### Sequential cells grouped by signal name

The bar under the picture is 20 um long. Other sequential cells in the stronger gray, the rest of the logic in the fainter gray.
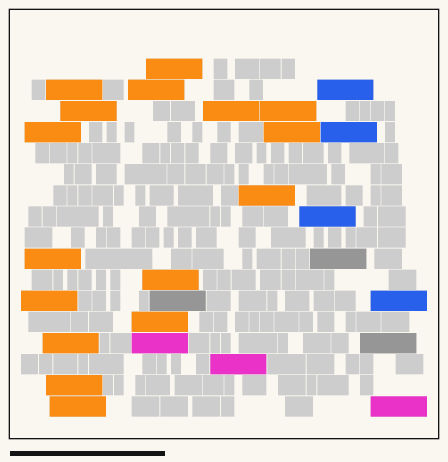
### Wiring by layer

The bar under the picture is 20 um long.
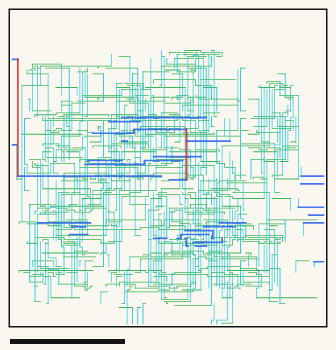
### Selected gate families

The bar under the picture is 20 um long.
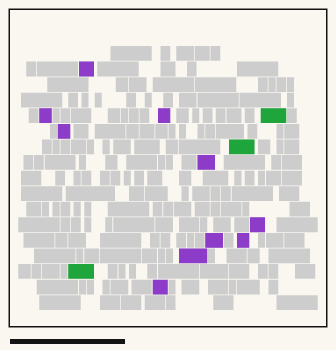
Design lock_supervisor, sky130hd; sources not shown.
==> impl_metrics.yaml <==
# physical design summary
drt:
  met1_length_um: 1556
  first_pass_iters: 4
  antenna_left: 0
floorplanning:
  die_area_um2: 3045
pwr:
  netSwitchingFraction_pct: 24.44
  clockPowerShare_pct: 30.1
  vdd_drop_max_mv: 0.3356
  p_per_area_nw_per_um2: 363.2
yosys:
  synth_flop_count: 26
  postSynthSeqShare_pct: 32.86
  synth_top_flop_cell: "dfxtp_1"
  syn_area_per_cell_um2: 8.082
  edf_count: 0
  topCellsByArea: "dfxtp_1 33%, a21oi_1 7.3%, o21ai_0 5.4%"
  yosys_warnings: 0
placement:
  placed_area_um2: 1724
  dp_hpwl_um: 2670
setup_path:
  cp_max_fo: 11
  cp.depth: 8
sta:
  drv_slew: 0
  tightestPinTransition_ns: 0.6981
finish:
  layout_top_cells: "26 x dfxtp_1, 23 x a21oi_1, 20 x nand2_1"
run_status:
  outcome: "finished clean"
grt:
  antenna_found_initial: 0
About 'Sequential cells grouped by signal name':
netlist name	color	flops
cnt_q	orange	16
fail_cnt	blue	4
state_q	magenta	3
not colored	3
fin util: 68.57%
Register Area: 520.5 um^2
Seq area share: 29.57%
seq pwr: 0.000382 W

About 'Wiring by layer':
layer	color	wire length
M4	red	29.2 um
M3	blue	176 um
M2	cyan	1850 um
M1	green	1560 um
DR WL/cell: 15.16 um
final WL: 3608 um
via count: 1521
gr usage total: 28.00%

About 'Selected gate families':
family	color	cells
fa/ha/maj cells	green	3
and/or cells	purple	10
Comb area share: 54.44%
Non-Filler Instances: 238

-- power by group through the flow --
stage               registers [W]  logic [W]  clock network, W
global route             0.000383  0.0000708          0.000207
detailed placement       0.000390  0.0000633                 0
CTS                      0.000382  0.0000635          0.000196
global placement         0.000390  0.0000591                 0
finish                   0.000382  0.0000646          0.000192
floorplan                0.000384  0.0000470                 0
-- worst register-to-register path, delay by kind of cell (launching register included) --
| kind | cells | cell delay, ns |
|---|---|---|
| compound gates | 2 | 0.65 |
| fa+ha+maj | 1 | 0.25 |
| buf+inv | 2 | 0.29 |
| flops | 1 | 0.37 |
| simple gates | 3 | 0.90 |
No activity file was given, so power comes from the tool's default toggle rates.
